## config.mk

```make
export PLATFORM = sky130hd
export DESIGN_NAME = counter_cmd_sched
export DESIGN_NICKNAME = d
export VERILOG_FILES = /design/src/rtl/counter_cmd_sched.sv
export SDC_FILE = /design/constraint.sdc
export NUM_CORES = 1
export LEC_CHECK = 0
export CAP_MARGIN = 10
export CORE_ASPECT_RATIO = 1.4
export CORE_MARGIN = 2
export CORE_UTILIZATION = 50
export CTS_BUF_LIST = sky130_fd_sc_hd__clkbuf_16
export DETAILED_ROUTE_END_ITERATION = 7
export DONT_BUFFER_PORTS = 1
export PLACE_DENSITY = 0.67
export SYNTH_ARGS = -nofsm -noshare
export SYNTH_HDL_FRONTEND = slang
export SYNTH_SLANG_ARGS = --single-unit
```

## constraint.sdc

```tcl
create_clock -name clk -period 2 [get_ports clk]
set_input_delay 0.4 -clock clk [delete_from_list [all_inputs] [get_ports clk]]
set_output_delay 0.4 -clock clk [all_outputs]
set_load 0.01 [all_outputs]
```

## src/rtl/counter_cmd_sched.sv

```systemverilog
// rtl/counter_cmd_sched.sv - queues button presses and presents one step/hold command per counter tick window
module counter_cmd_sched #(
  parameter int TICK_DIV = 50000000,
  parameter int QDEPTH   = 4
) (
  input  logic                      clk,
  input  logic                      reset_n,
  input  logic [3:0]                btn_step,
  input  logic [1:0]                btn_hold,
  input  logic                      flush,
  output logic [3:0]                step_option,
  output logic [2:0]                hold_option,
  output logic                      tick,
  output logic [$clog2(QDEPTH):0]   q_level,
  output logic                      overflow,
  output logic                      busy
);

  localparam int AW = $clog2(QDEPTH);
  localparam int DW = (TICK_DIV > 1) ? $clog2(TICK_DIV) : 1;
  localparam logic [DW-1:0] DIV_LAST = DW'(TICK_DIV - 1);
  localparam logic [AW:0]   LVL_FULL = (AW + 1)'(QDEPTH);

  logic [DW-1:0] div_cnt;
  logic [5:0]    armed;
  logic [5:0]    edges;
  logic          multi_edge;
  logic          press_valid;
  logic [2:0]    press_code;
  logic [2:0]    mem [QDEPTH];
  logic [AW:0]   wr_ptr;
  logic [AW:0]   rd_ptr;
  logic [2:0]    head;
  logic [2:0]    pres;
  logic          full;
  logic          empty;
  logic          enq;
  logic          deq;
  logic          drop;

  always_ff @(posedge clk or negedge reset_n) begin
    if (!reset_n) begin
      div_cnt <= '0;
      tick    <= 1'b0;
    end else begin
      tick    <= (div_cnt == DIV_LAST);
      div_cnt <= (div_cnt == DIV_LAST) ? '0 : div_cnt + 1'b1;
    end
  end

  // armed[i] means the button was low last cycle; clearing it on reset keeps a held button from counting as a press
  always_ff @(posedge clk or negedge reset_n) begin
    if (!reset_n) armed <= '0;
    else          armed <= ~{btn_hold, btn_step};
  end

  assign edges       = {btn_hold, btn_step} & armed;
  assign multi_edge  = |(edges & (edges - 6'd1));
  assign press_valid = |edges;

  always_comb begin
    press_code = 3'd0;
    if      (edges[4]) press_code = 3'd5;
    else if (edges[5]) press_code = 3'd6;
    else if (edges[0]) press_code = 3'd1;
    else if (edges[1]) press_code = 3'd2;
    else if (edges[2]) press_code = 3'd3;
    else if (edges[3]) press_code = 3'd4;
  end

  assign q_level = wr_ptr - rd_ptr;
  assign full    = (q_level == LVL_FULL);
  assign empty   = (q_level == '0);
  assign head    = mem[rd_ptr[AW-1:0]];
  assign deq     = tick & ~empty & ~flush;
  assign enq     = press_valid & (~full | deq) & ~flush;
  assign drop    = ~flush & ((press_valid & full & ~deq) | multi_edge);

  always_ff @(posedge clk) begin
    if (enq) mem[wr_ptr[AW-1:0]] <= press_code;
  end

  always_ff @(posedge clk or negedge reset_n) begin
    if (!reset_n) begin
      wr_ptr   <= '0;
      rd_ptr   <= '0;
      pres     <= 3'd0;
      overflow <= 1'b0;
    end else if (flush) begin
      wr_ptr   <= '0;
      rd_ptr   <= '0;
      pres     <= 3'd0;
      overflow <= 1'b0;
    end else begin
      if (enq)  wr_ptr   <= wr_ptr + 1'b1;
      if (deq)  rd_ptr   <= rd_ptr + 1'b1;
      if (tick) pres     <= empty ? 3'd0 : head;
      if (drop) overflow <= 1'b1;
    end
  end

  // Step and hold decode from one code, so they can never be driven together
  always_comb begin
    step_option = 4'b0000;
    hold_option = 3'b000;
    case (pres)
      3'd1: step_option = 4'b0001;
      3'd2: step_option = 4'b0010;
      3'd3: step_option = 4'b0100;
      3'd4: step_option = 4'b1000;
      3'd5: hold_option = 3'b001;
      3'd6: hold_option = 3'b010;
      default: ;
    endcase
  end

  assign busy = (pres != 3'd0) | (q_level != '0);

endmodule

```

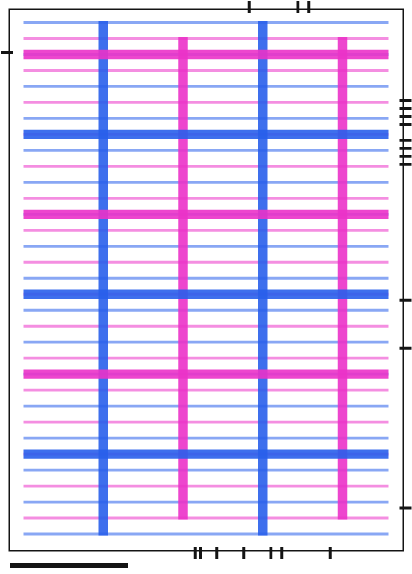
*PDN straps and rails, run 1*
Scale bar: 20 um. Pins as bars on the die edge.
- VDD: magenta
- VSS: blue
- signal pins: 22
- rows: 32
- met1 rails: 33

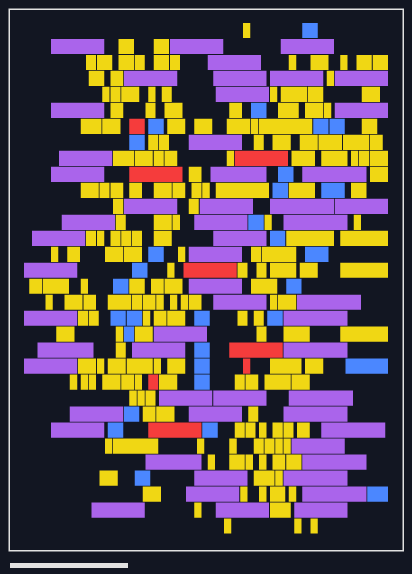
*Placed cells, one color a class, run 1*
Scale bar: 20 um.
- other buffers and delay cells: blue (cells 30; share of their area 7.7%)
- flip-flops: purple (cells 55; share of their area 45%)
- all other logic: yellow (cells 191; share of their area 43%)
- clock drivers and dummy loads: red (cells 8; share of their area 4.4%)

==> flow_metrics.py, run 1 <==
# Flow results
metrics = {
    "synthesis": {
        "top_cells_by_count": "dfrtp_1, nand2_1, nor2_1",
        "topCellsByArea": "dfrtp_1, edfxtp_1, xnor2_1",
        "yosysMostFrequentCell": "dfrtp_1",
        "yosys_area_um2": 2759,
        "top_area_share_pct": 39.00,
        "ys.warnings.count": 0,
        "edf_count": 12,
        "ys_cells": 252,
        "synth_area_um2": 2759,
        "ys_seq_share_pct": 52.06,
        "syn_inst": 252,
        "syn_area_per_cell_um2": 10.95,
        "synthFlopType": "dfrtp_1",
        "syn_nets": 269,
        "synth-async-reset-ratio_pct": 78.18,
        "synth_top_cell_by_area": "dfrtp_1",
        "ys_types": 51,
        "ys.flops": 55,
    },
    "clock_tree": {
        "clkSinkCount": 55,
        "clk_latency_ns": 0.28,
        "cts_tree": "built",
        "cts_buffers": 5,
        "cts_root_buf": "clkbuf_16",
        "clk_pin_slew_ns": 0.07,
        "h-tree-depth": 2,
        "clockBufferDepth": 2,
    },
    "global_route": {
        "overflow": 0,
        "grt_max_degree": 44,
        "antenna_found_initial": 0,
        "grt_first_pass_wirelength_um": 9087,
        "grt_pass1_vias": 2005,
        "grt.total_usage_pct": 19.91,
    },
    "status": {
        "status": "complete, but fails checks",
        "violations": "negative setup slack",
    },
    "detailed_routing": {
        "viasPerCell": 5.673,
        "top_layer": "met4",
        "wl_met3_um": 149,
        "first_pass_iters": 4,
        "wl_met2_um": 3267,
        "wl_met1_um": 2128,
        "drcViolationCount": 0,
        "drt_wl_total_um": 5611,
        "detail_route.wl_per_cell_um": 15.94,
        "ant_nets": 0,
        "vias": 1997,
        "drtIter0Drc": 114,
    },
    "layout": {
        "final_layout_size_suffix_gt1_share_pct": 23.24,
        "final_nets": 300,
        "regArea_um2": 1440,
        "layout.cells.non_filler": 352,
        "comb_area_um2": 1306,
        "diodes": 0,
        "area_growth_pct": 18.68,
        "n_fill_cell": 440,
    },
    "final_timing": {
        "whs_ns": 0.1637,
        "fin_skew_ns": 0.004407,
        "worst_pin_slew_ns": 0.5222,
        "fmax_mhz": 461.0,
        "fin_crit_ns": 2.169,
        "worst_slack_ns": -0.1693,
        "relSlewSlack_pct": 64.87,
        "rsz0062_at_grt": "true",
        "finalSetupViolations": 15,
        "fin_setup_tns_ns": -1.161,
        "hold_viol_final": 0,
        "final.period_utilization_pct": 108.5,
        "maxSlewViolCount": 0,
    },
    "setup_path": {
        "required_ns": 1.60,
        "cpPeakStageDelay_ns": 0.42,
        "worstPathArrival_ns": 1.77,
        "cp_slowest_cell": "dfrtp_2",
        "critPathBufInv": 1,
        "reg2reg_depth": 6,
        "path_cells": "ha_4 > fa_2 > xor3_2 > buf_6 > nor2_4 > nand2_2",
        "criticalPathCategory": "reg2out",
        "endpoint_kind": "output pin",
        "worst-path-stages": 6,
        "path_max_fanout": 5,
        "start_kind": "flop",
        "path_delay_family": "adder cells",
    },
    "pwr": {
        "leakage_nw": 1.396,
        "powerDensity_nw_per_um2": 691.8,
        "power_mw": 2.265,
        "ir_drop_uv": 523.5,
    },
    "floorplan": {
        "die_h_um": 91.89,
        "die_area_um2": 6136,
        "die_x_um": 66.78,
        "core_um2": 5405,
        "fp_util_pct": 51.04,
        "core.rowCount": 32,
        "pin_count": 22,
    },
    "placed_design": {
        "dpl_worst_slack_ns": -0.1204,
        "port_buffers": 0,
        "gp_congestion": 0.8352,
        "dp.cells": 336,
        "hpwl_um": 4050,
    },
    "hold_path": {
        "whs_path_depth": 1,
        "hp-class": "in2reg",
    },
    "run": {
        "warning_count": 32,
        "maxCapViolations": 0,
    },
}
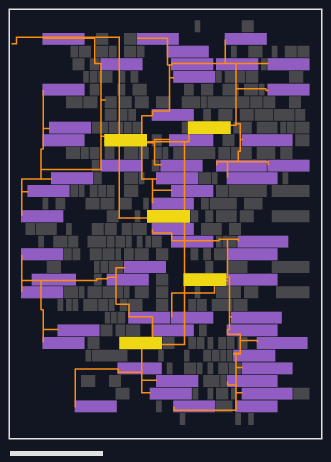
*Routed clock nets over the placement, run 1*
Scale bar: 20 um.
- flip-flops: purple (count 55)
- cells driving clock nets: yellow (count 5)
- clock wires: orange (length 606 um)
- routed clock nets: 6

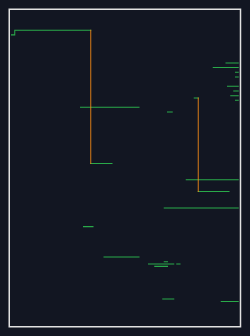
*Signal wires by layer, run 1*
Two of the layers only.
- met4: orange (wire length 66.0 um)
- met3: green (wire length 150 um)

-- run 1: metrics by stage --
stage / instance area (um2) / util, %
after floorplan: 2784 / -
after CTS: 3202 / 59.24
after global routing: 3274 / 60.58
after detailed placement: 3000 / 55.51
final: 3274 / 60.58
after global placement: 3000 / 55.51
-- run 1: power breakdown --
group          switching (mW)  leakage (nW)  total (mW)  internal [mW]
Clock                   0.369        0.0710       0.826          0.457
Combinational           0.129         0.651       0.237          0.108
Sequential             0.0176         0.674        1.20           1.18
Total                   0.516          1.40        2.27           1.75
-- run 1: registers in the layout, summed over array words and instances (netlist names) --
| register | flops |
|---|---|
| div_cnt | 26 |
| wr_ptr | 3 |
| mem | 12 |
| rd_ptr | 3 |
| pres | 3 |
| armed | 6 |
| overflow | 1 |
| tick | 1 |
-- run 1: per-layer routing --
layer  vias to the layer above  global-route usage [%]
met4                         0                   8.163
li1                        976                       -
met1                       983                   20.15
met5                         -                       0
met2                        34                   38.08
met3                         4                   3.804
-- run 1: what timing repair did --
item,in CTS,in global routing
endpoints found under the setup margin,16,24
pin swaps,4,5
hold buffers,2,0
buffers inserted,0,6
hold endpoints to repair,43,0
resized,9,10
-- run 1: layout make-up --
class                   count  area share [%]
inverters                  15           1.720
clock inverters             3          0.4968
well taps                  68           2.598
clock buffers               5           3.821
multi-input cells         176           39.89
flip-flops and latches     55           43.98
repair buffers             30           7.489
-- run 1: path summary, 6_finish.rpt --
check	from	endpoint	slack, ns
worst min register to register	div_cnt[0]$_DFF_PN0_	div_cnt[0]$_DFF_PN0_	0.48
worst max-delay path	rd_ptr[0]$_DFFE_PN0P_	busy	-0.17
worst max register to register	rd_ptr[0]$_DFFE_PN0P_	mem[1][0]$_DFFE_PP_	-0.07
min in group asynchronous	reset_n	overflow$_DFFE_PN0P_	0.60
worst min-delay path	btn_step[2]	armed[2]$_DFF_PN0_	0.16
max in group asynchronous	reset_n	rd_ptr[0]$_DFFE_PN0P_	1.18
-- run 1: cells by family (layout without fill, tap and decap cells) --
group / Yosys count / count (layout) / share of synthesized area [%]
AOI/OAI and AO/OA: 37 / 37 / 9.026
xor gates and xnor gates: 19 / 19 / 6.576
adders and majority gates: 8 / 8 / 3.900
buffers and inverters: 21 / 53 / 3.265
DFF: 55 / 55 / 52.06
muxes: 6 / 6 / 3.583
other: 1 / 1 / 0.1359
and+or+nand+nor: 105 / 105 / 21.45
-- run 1: layout by cell type (no fill, tap or decap), types with 3 or more instances in the layout --
cell type / synthesis / layout
and2_4: 0 / 4
o31ai_1: 3 / 3
nor3_1: 7 / 6
a21oi_1: 10 / 10
o21ai_0: 8 / 8
and3b_1: 3 / 3
and4_1: 3 / 3
ha_1: 7 / 6
xor2_1: 4 / 4
dfrtp_2: 0 / 3
nor2_1: 18 / 17
buf_4: 1 / 25
nand3_1: 15 / 15
edfxtp_1: 12 / 12
clkbuf_16: 0 / 5
nand2_1: 21 / 19
and3_1: 3 / 3
inv_1: 15 / 14
dfrtp_1: 43 / 40
or4_1: 3 / 3
nor4_1: 5 / 5
nor3b_1: 3 / 3
mux4_2: 3 / 3
xnor2_1: 14 / 14
a22oi_1: 5 / 3
nand4_1: 8 / 8
==> run 1 -> run 2 <==
PLACE_DENSITY = 0.64   (was 0.67)
clock period = 2.2 ns   (was 2 ns; I/O delays follow)
==> run 2 against run 1 <==
The run still ends with negative setup slack left. Combinational power decreased by 23%. Clock power decreased by 8.8%. Count of clock-buffer cells in the layout unchanged. Global-route usage decreased by 0.35 points. Flip-flop count unchanged. Synthesized cell count unchanged. Highest routed layer unchanged. Sequential power decreased by 9%. Cell area decreased by 5.3%. Non-clock buffer count decreased by 20.
==> flow_metrics.py, run 2 <==
# Flow results
metrics = {
    "status": {
        "status": "complete, but fails checks",
        "violations": "negative setup slack",
    },
    "final_timing": {
        "relSlewSlack_pct": 67.17,
        "finalSetupViolations": 1,
        "hold_viol_final": 0,
        "fmax_mhz": 453.9,
        "whs_ns": 0.2033,
        "rsz0062_at_grt": "true",
        "maxSlewViolCount": 0,
        "worst_slack_ns": -0.002950,
        "final.period_utilization_pct": 100.1,
        "fin_crit_ns": 2.203,
        "worst_pin_slew_ns": 0.4880,
        "fin_setup_tns_ns": -0.002950,
        "fin_skew_ns": 0.004583,
    },
    "layout": {
        "area_growth_pct": 12.43,
        "mostFrequentLayoutCell": "dfrtp_1",
        "lay_top_cells": "dfrtp_1, nand2_1, nor2_1, inv_1, nand3_1",
        "top_register": "div_cnt",
        "final_layout_size_suffix_gt1_share_pct": 13.64,
        "diodes": 0,
        "largest_reg_flops": 26,
        "finalInstanceArea_um2": 3102,
        "final_nets": 280,
    },
    "global_route": {
        "grt_pass1_vias": 1843,
        "grt_first_pass_wirelength_um": 8976,
        "grt_max_degree": 44,
        "overflow": 0,
        "grt.total_usage_pct": 19.56,
        "antenna_found_initial": 0,
    },
    "floorplan": {
        "pin_count": 22,
        "die_area_um2": 6136,
        "core_um2": 5405,
        "core.rowCount": 32,
        "fp_util_pct": 51.04,
        "die_x_um": 66.78,
        "die_h_um": 91.89,
    },
    "setup_path": {
        "endpoint_kind": "output pin",
        "required_ns": 1.76,
        "r2r_slack_ns": 0.08,
        "path_max_fanout": 5,
        "crit_path_end": "busy",
        "start_kind": "flop",
        "worstPathArrival_ns": 1.76,
        "r2r-end": "mem[1][1]$_DFFE_PP_",
        "worstSetupStartpoint": "rd_ptr[0]$_DFFE_PN0P_",
        "reg2reg_depth": 6,
        "rr_startpoint": "rd_ptr[0]$_DFFE_PN0P_",
        "criticalPathCategory": "reg2out",
    },
    "clock_tree": {
        "clk_latency_ns": 0.29,
        "cts_root_buf": "clkbuf_16",
        "cts_tree": "built",
        "cts_setup_buffers": 0,
        "clk_pin_slew_ns": 0.07,
        "clockBufferDepth": 2,
        "clkSinkCount": 55,
        "h-tree-depth": 2,
        "cts_buffers": 5,
    },
    "synthesis": {
        "synth_top_cell_by_area": "dfrtp_1",
        "ys_cells": 252,
        "syn_area_per_cell_um2": 10.95,
        "top_cells_by_count": "dfrtp_1, nand2_1, nor2_1",
        "edf_count": 12,
        "ys.warnings.count": 0,
        "synthFlopType": "dfrtp_1",
        "ys_types": 51,
        "synth_area_um2": 2759,
        "ys.flops": 55,
        "syn_nets": 269,
        "yosys_area_um2": 2759,
        "ys_seq_share_pct": 52.06,
        "topCellsByArea": "dfrtp_1, edfxtp_1, xnor2_1",
        "synth-async-reset-ratio_pct": 78.18,
        "top_area_share_pct": 39.00,
        "syn_inst": 252,
        "yosysMostFrequentCell": "dfrtp_1",
    },
    "detailed_routing": {
        "drtIter0Drc": 101,
        "detail_route.wl_per_cell_um": 16.38,
        "viasPerCell": 5.777,
        "first_pass_iters": 4,
        "drt_wl_total_um": 5437,
        "vias": 1918,
        "ant_nets": 0,
        "drcViolationCount": 0,
    },
    "pwr": {
        "clock_power_share_pct": 37.1,
        "sw_frac_of_total_pct": 22.71,
        "leakage_nw": 1.301,
        "ir_drop_uv": 376.8,
        "p_seq_share_pct": 53.9,
        "switching_power_mw": 0.4606,
        "combPwrFrac_pct": 9.0,
        "powerDensity_nw_per_um2": 654.0,
        "p_int_mw": 1.568,
    },
    "run": {
        "warning_count": 31,
        "maxCapViolations": 0,
    },
    "placed_design": {
        "port_buffers": 0,
        "gp_congestion": 0.7932,
        "placed_area_um2": 2878,
        "hpwl_um": 3938,
    },
    "hold_path": {
        "hp-class": "in2reg",
    },
}
==> run 2: area by class of cell <==
class / count / area (um2) / share of cell area (%)
sequential: 55 / 1438 / 46.35
multi-input combinational: 176 / 1280 / 41.27
clock buffer: 5 / 125.1 / 4.034
timing repair buffer: 10 / 101.3 / 3.267
tap: 68 / 85.08 / 2.743
inverter: 15 / 56.30 / 1.815
clock inverter: 3 / 16.27 / 0.5244
==> run 2: how the worst min path moves through the flow <==
stage                      from                  end  slack, ns  depth (start not counted)
CTS                 btn_hold[0]   armed[4]$_DFF_PN0_       0.20                          1
floorplan               reset_n   armed[0]$_DFF_PN0_       0.14                          0
global route        btn_step[3]   armed[3]$_DFF_PN0_       0.19                          1
finish              btn_step[1]   armed[1]$_DFF_PN0_       0.20                          1
detailed placement      reset_n  pres[2]$_DFFE_PN0P_       0.15                          0
global placement        reset_n  pres[2]$_DFFE_PN0P_       0.15                          0
==> run 2: power by group through the flow <==
stage	Combinational (mW)	Sequential, mW	Clock (mW)
floorplan	0.102	1.11	0
global placement	0.137	1.11	0
detailed placement	0.141	1.11	0
CTS	0.168	1.09	0.775
global route	0.203	1.10	0.826
finish	0.183	1.09	0.753
==> run 2: worst max-delay path, stage by stage (launching register included) <==
cell     delay [ns]
dfrtp_2        0.43
ha_4           0.16
fa_2           0.32
xor3_2         0.25
buf_6          0.15
nor2_4         0.09
nand2_2        0.07
==> run 2: cells by family (layout without fill, tap and decap cells) <==
group / after synthesis / after routing / share of synthesized area [%]
XOR/XNOR: 19 / 19 / 6.576
adder cells (fa/ha/maj): 8 / 8 / 3.900
multiplexers: 6 / 6 / 3.583
flip-flops: 55 / 55 / 52.06
buffers and inverters: 21 / 33 / 3.265
other: 1 / 1 / 0.1359
AND/OR/NAND/NOR: 105 / 105 / 21.45
AND-OR/OR-AND: 37 / 37 / 9.026
==> run 2: per-layer routing <==
metal	track usage (%)	wire [um]	up-vias
li1	-	-	946
met1	23.04	2228	942
met2	35.25	3023	22
met3	2.945	83	8
met4	6.803	102	0
met5	0	0	-
==> run 2: what timing repair did <==
item / in CTS / in global routing
endpoints found under the hold margin: 43 / 0
hold buffers: 2 / 0
resized: 3 / 10
pin swaps: 0 / 1
endpoints found under the setup margin: 1 / 13
==> run 2: through the flow <==
| step | worst slack [ns] | instances | total power, mW |
|---|---|---|---|
| CTS | -0.03079 | 332 | 2.035 |
| finish | -0.002950 | 332 | 2.028 |
| detailed placement | 0.03245 | 322 | 1.254 |
| global placement | 0.06004 | 322 | 1.249 |
| floorplan | 0.01346 | 252 | 1.210 |
| global route | -0.06635 | 332 | 2.125 |
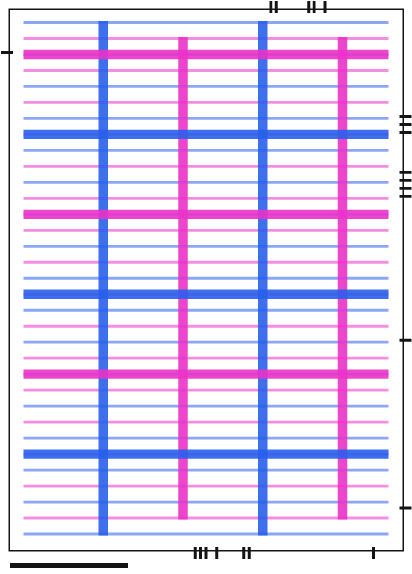
*PDN straps and rails, run 2*
Scale bar: 20 um. Pins as bars on the die edge.
- VSS: blue
- VDD: magenta
- signal pins: 22
- rows: 32
- met1 rails: 33

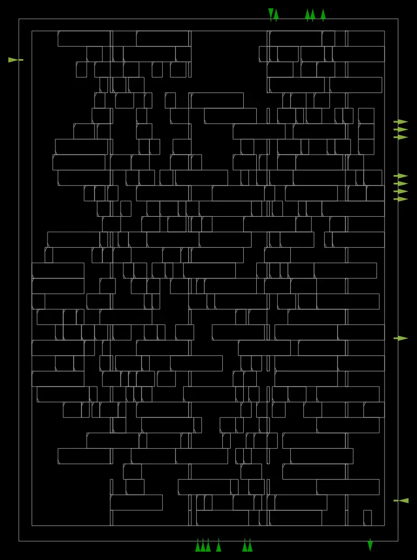
*Cell placement, run 2*
final core utilization: 57.38%
flop share of the area: 46.35%
Tap Count: 68
number of fill cells in the layout: 458

==> run 2 -> run 3 <==
--- a/config.mk
+++ b/config.mk
@@ -6,12 +6,13 @@
 export NUM_CORES = 1
 export LEC_CHECK = 0
+export ABC_AREA = 1
 export CAP_MARGIN = 10
 export CORE_ASPECT_RATIO = 1.4
 export CORE_MARGIN = 2
-export CORE_UTILIZATION = 50
+export CORE_UTILIZATION = 63
 export CTS_BUF_LIST = sky130_fd_sc_hd__clkbuf_16
 export DETAILED_ROUTE_END_ITERATION = 7
 export DONT_BUFFER_PORTS = 1
-export PLACE_DENSITY = 0.64
+export PLACE_DENSITY = 0.78
 export SYNTH_ARGS = -nofsm -noshare
 export SYNTH_HDL_FRONTEND = slang
==> constraint.sdc (replaced) <==
create_clock -name clk -period 2.2 [get_ports clk]
set_input_delay 0.33 -clock clk [delete_from_list [all_inputs] [get_ports clk]]
set_output_delay 0.33 -clock clk [all_outputs]
set_load 0.01 [all_outputs]
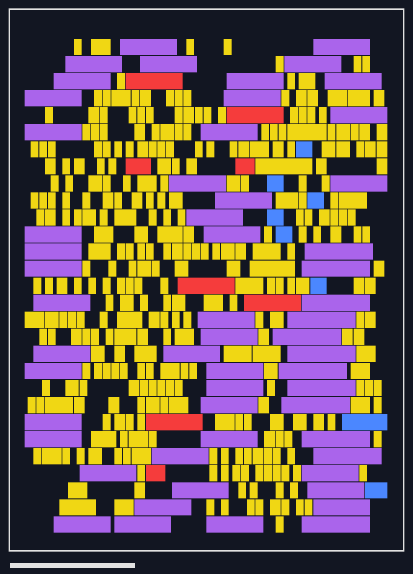
*Placed cells, one color a class, run 3*
Scale bar: 20 um.
- all other logic: yellow (cells 324; share of their area 49%)
- clock drivers and dummy loads: red (cells 8; share of their area 4.7%)
- other buffers and delay cells: blue (cells 8; share of their area 2.3%)
- flip-flops: purple (cells 55; share of their area 44%)

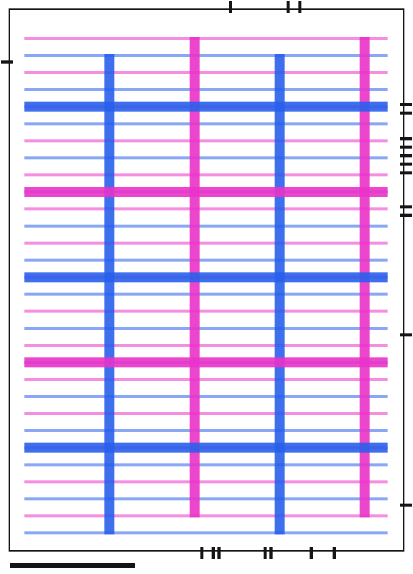
*PDN straps and rails, run 3*
Scale bar: 20 um. Pins as bars on the die edge.
- VSS: blue
- VDD: magenta
- met5 straps: 5
- met1 rails: 30
- met4 straps: 4
- signal pins: 22
- rows: 29

==> run 3 against run 2 <==
The run now ends clean. Synthesized cell count is 52% higher. Cell area rose by 8.5%. Area after synthesis increased by 10%. Power grew 4.5%. Final cell count grew 38%. Maximum frequency rose by 1.3%. Via count up 27%. Flip-flop count is the same. Core utilization rose by 16 points. Routed wire length rose by 20%. Highest routed layer unchanged.
==> flow_metrics.py, run 3 <==
# Flow results
metrics = {
    "status": {
        "status": "completed",
    },
    "layout": {
        "comb_area_um2": 1386,
        "top_register": "div_cnt",
        "lay_top_cells": "nand2_1, inv_1, nor2_1, dfrtp_1, nand3_1",
        "largest_reg_flops": 26,
        "layout.cells.non_filler": 457,
        "regArea_um2": 1436,
        "finalInstanceArea_um2": 3366,
        "diodes": 0,
        "n_fill_cell": 374,
        "utilization_pct": 73.62,
        "mostFrequentLayoutCell": "nand2_1",
        "final_nets": 411,
    },
    "pwr": {
        "powerDensity_nw_per_um2": 629.8,
        "leakage_nw": 1.633,
        "ir_drop_uv": 554.5,
        "power_mw": 2.120,
    },
    "placed_design": {
        "dpl_worst_slack_ns": 0.07466,
        "hpwl_um": 5021,
        "port_buffers": 0,
        "placed_area_um2": 3129,
    },
    "synthesis": {
        "ys_cells": 382,
        "topCellsByArea": "dfrtp_1, edfxtp_1, nand2_1",
        "edf_count": 12,
        "top_cells_by_count": "nand2_1, inv_1, nor2_1",
        "synth_area_um2": 3037,
        "synth-async-reset-ratio_pct": 78.18,
        "ys_seq_share_pct": 47.30,
        "ys_types": 29,
        "top_area_share_pct": 35.43,
        "synth_top_cell_by_area": "dfrtp_1",
    },
    "global_route": {
        "grt_first_pass_wirelength_um": 10870,
        "overflow": 0,
        "grt_pass1_vias": 2466,
        "grt_max_degree": 44,
    },
    "final_timing": {
        "rsz0062_at_grt": "true",
        "fin_skew_ns": 0.003446,
        "relSlewSlack_pct": 40.22,
        "fmax_mhz": 459.8,
        "whs_ns": 0.08626,
        "hold_viol_final": 0,
        "worst_slack_ns": 0.02524,
        "final.period_utilization_pct": 98.85,
        "maxSlewViolCount": 0,
    },
    "clock_tree": {
        "clockBufferDepth": 2,
        "cts_root_buf": "clkbuf_16",
        "cts_buffers": 5,
        "clk_pin_slew_ns": 0.07,
        "cts_tree": "built",
        "clkSinkCount": 55,
        "h-tree-depth": 2,
        "clk_latency_ns": 0.29,
    },
    "setup_path": {
        "required_ns": 1.87,
        "criticalPathCategory": "reg2out",
    },
    "detailed_routing": {
        "viasPerCell": 5.324,
        "drt_wl_total_um": 6499,
        "drcViolationCount": 0,
        "drtIter0Drc": 107,
        "vias": 2433,
        "detail_route.wl_per_cell_um": 14.22,
        "ant_nets": 0,
    },
    "floorplan": {
        "pin_count": 22,
        "core.rowCount": 29,
        "die_x_um": 62.68,
    },
    "run": {
        "maxCapViolations": 0,
        "warning_count": 31,
    },
}
run 3: cell types whose count changed after synthesis, sizes merged, moves of 4 or more:
cell / previous run / this run
xor2: 4 / 14
a22oi: 5 / 0
nor2: 18 / 65
and2: 4 / 0
nand3: 15 / 25
nor3: 7 / 16
or4: 4 / 0
nor4: 5 / 0
o22ai: 0 / 4
a21oi: 10 / 5
inv: 15 / 63
nand2: 21 / 95
xnor2: 14 / 2
run 3: power breakdown:
group / leakage [nW] / internal [mW] / switching [mW]
Clock: 0.0759 / 0.434 / 0.369
Sequential: 0.679 / 1.08 / 0.0158
Combinational: 0.878 / 0.0777 / 0.145
run 3: timing repair:
| item | 4_1_cts | 5_1_grt |
|---|---|---|
| buffers inserted | 1 | 0 |
| resized | 4 | 9 |
| endpoints found under the setup margin | 1 | 13 |
| pin swaps | 2 | 2 |
| hold buffers | 2 | 0 |
| hold endpoints to repair | 43 | 0 |
run 3: kinds of logic after synthesis:
kind of cell / share of synthesized area, %
fa+ha+maj: 3.543
buf+inv: 8.529
simple gates: 31.03
xor+xnor: 4.615
flops: 47.30
compound gates: 4.862
other cells: 0.1235
run 3: metal layers:
| metal | wire length (um) | GRT usage [%] | vias up |
|---|---|---|---|
| met4 | 259 | 15.35 | 0 |
| met2 | 3741 | 52.39 | 52 |
| met3 | 147 | 3.543 | 18 |
| met5 | 0 | 0 | - |
| met1 | 2350 | 26.30 | 1133 |
| li1 | - | - | 1230 |
run 3: worst max-delay path, cell delays in order, from the launching register on:
cell	delay, ns
dfrtp_1	0.41
ha_4	0.17
fa_1	0.50
nand2_1	0.07
inv_2	0.09
nand3_4	0.09
nor3_2	0.11
nand2_1	0.12
run 3: final timing paths:
check / start / end / slack, ns / cells past startpoint
setup / recovery: rd_ptr[0]$_DFFE_PN0P_ / busy / 0.03 / 7
hold / removal: btn_step[2] / armed[2]$_DFF_PN0_ / 0.09 / 1
setup reg to reg: rd_ptr[0]$_DFFE_PN0P_ / mem[3][2]$_DFFE_PP_ / 0.08 / 7
hold reg to reg: div_cnt[4]$_DFF_PN0_ / div_cnt[4]$_DFF_PN0_ / 0.50 / 1
max in group asynchronous: reset_n / div_cnt[16]$_DFF_PN0_ / 1.49 / 2
min in group asynchronous: reset_n / armed[3]$_DFF_PN0_ / 0.50 / 2
run 3: cell type report:
type	count	area share, %
clock buffer	5	3.717
tap	62	2.305
timing repair buffer	8	2.230
sequential	55	42.68
multi-input combinational	261	41.19
clock inverter	3	0.8550
inverter	63	7.026
Power and IR drop assume default switching activity.
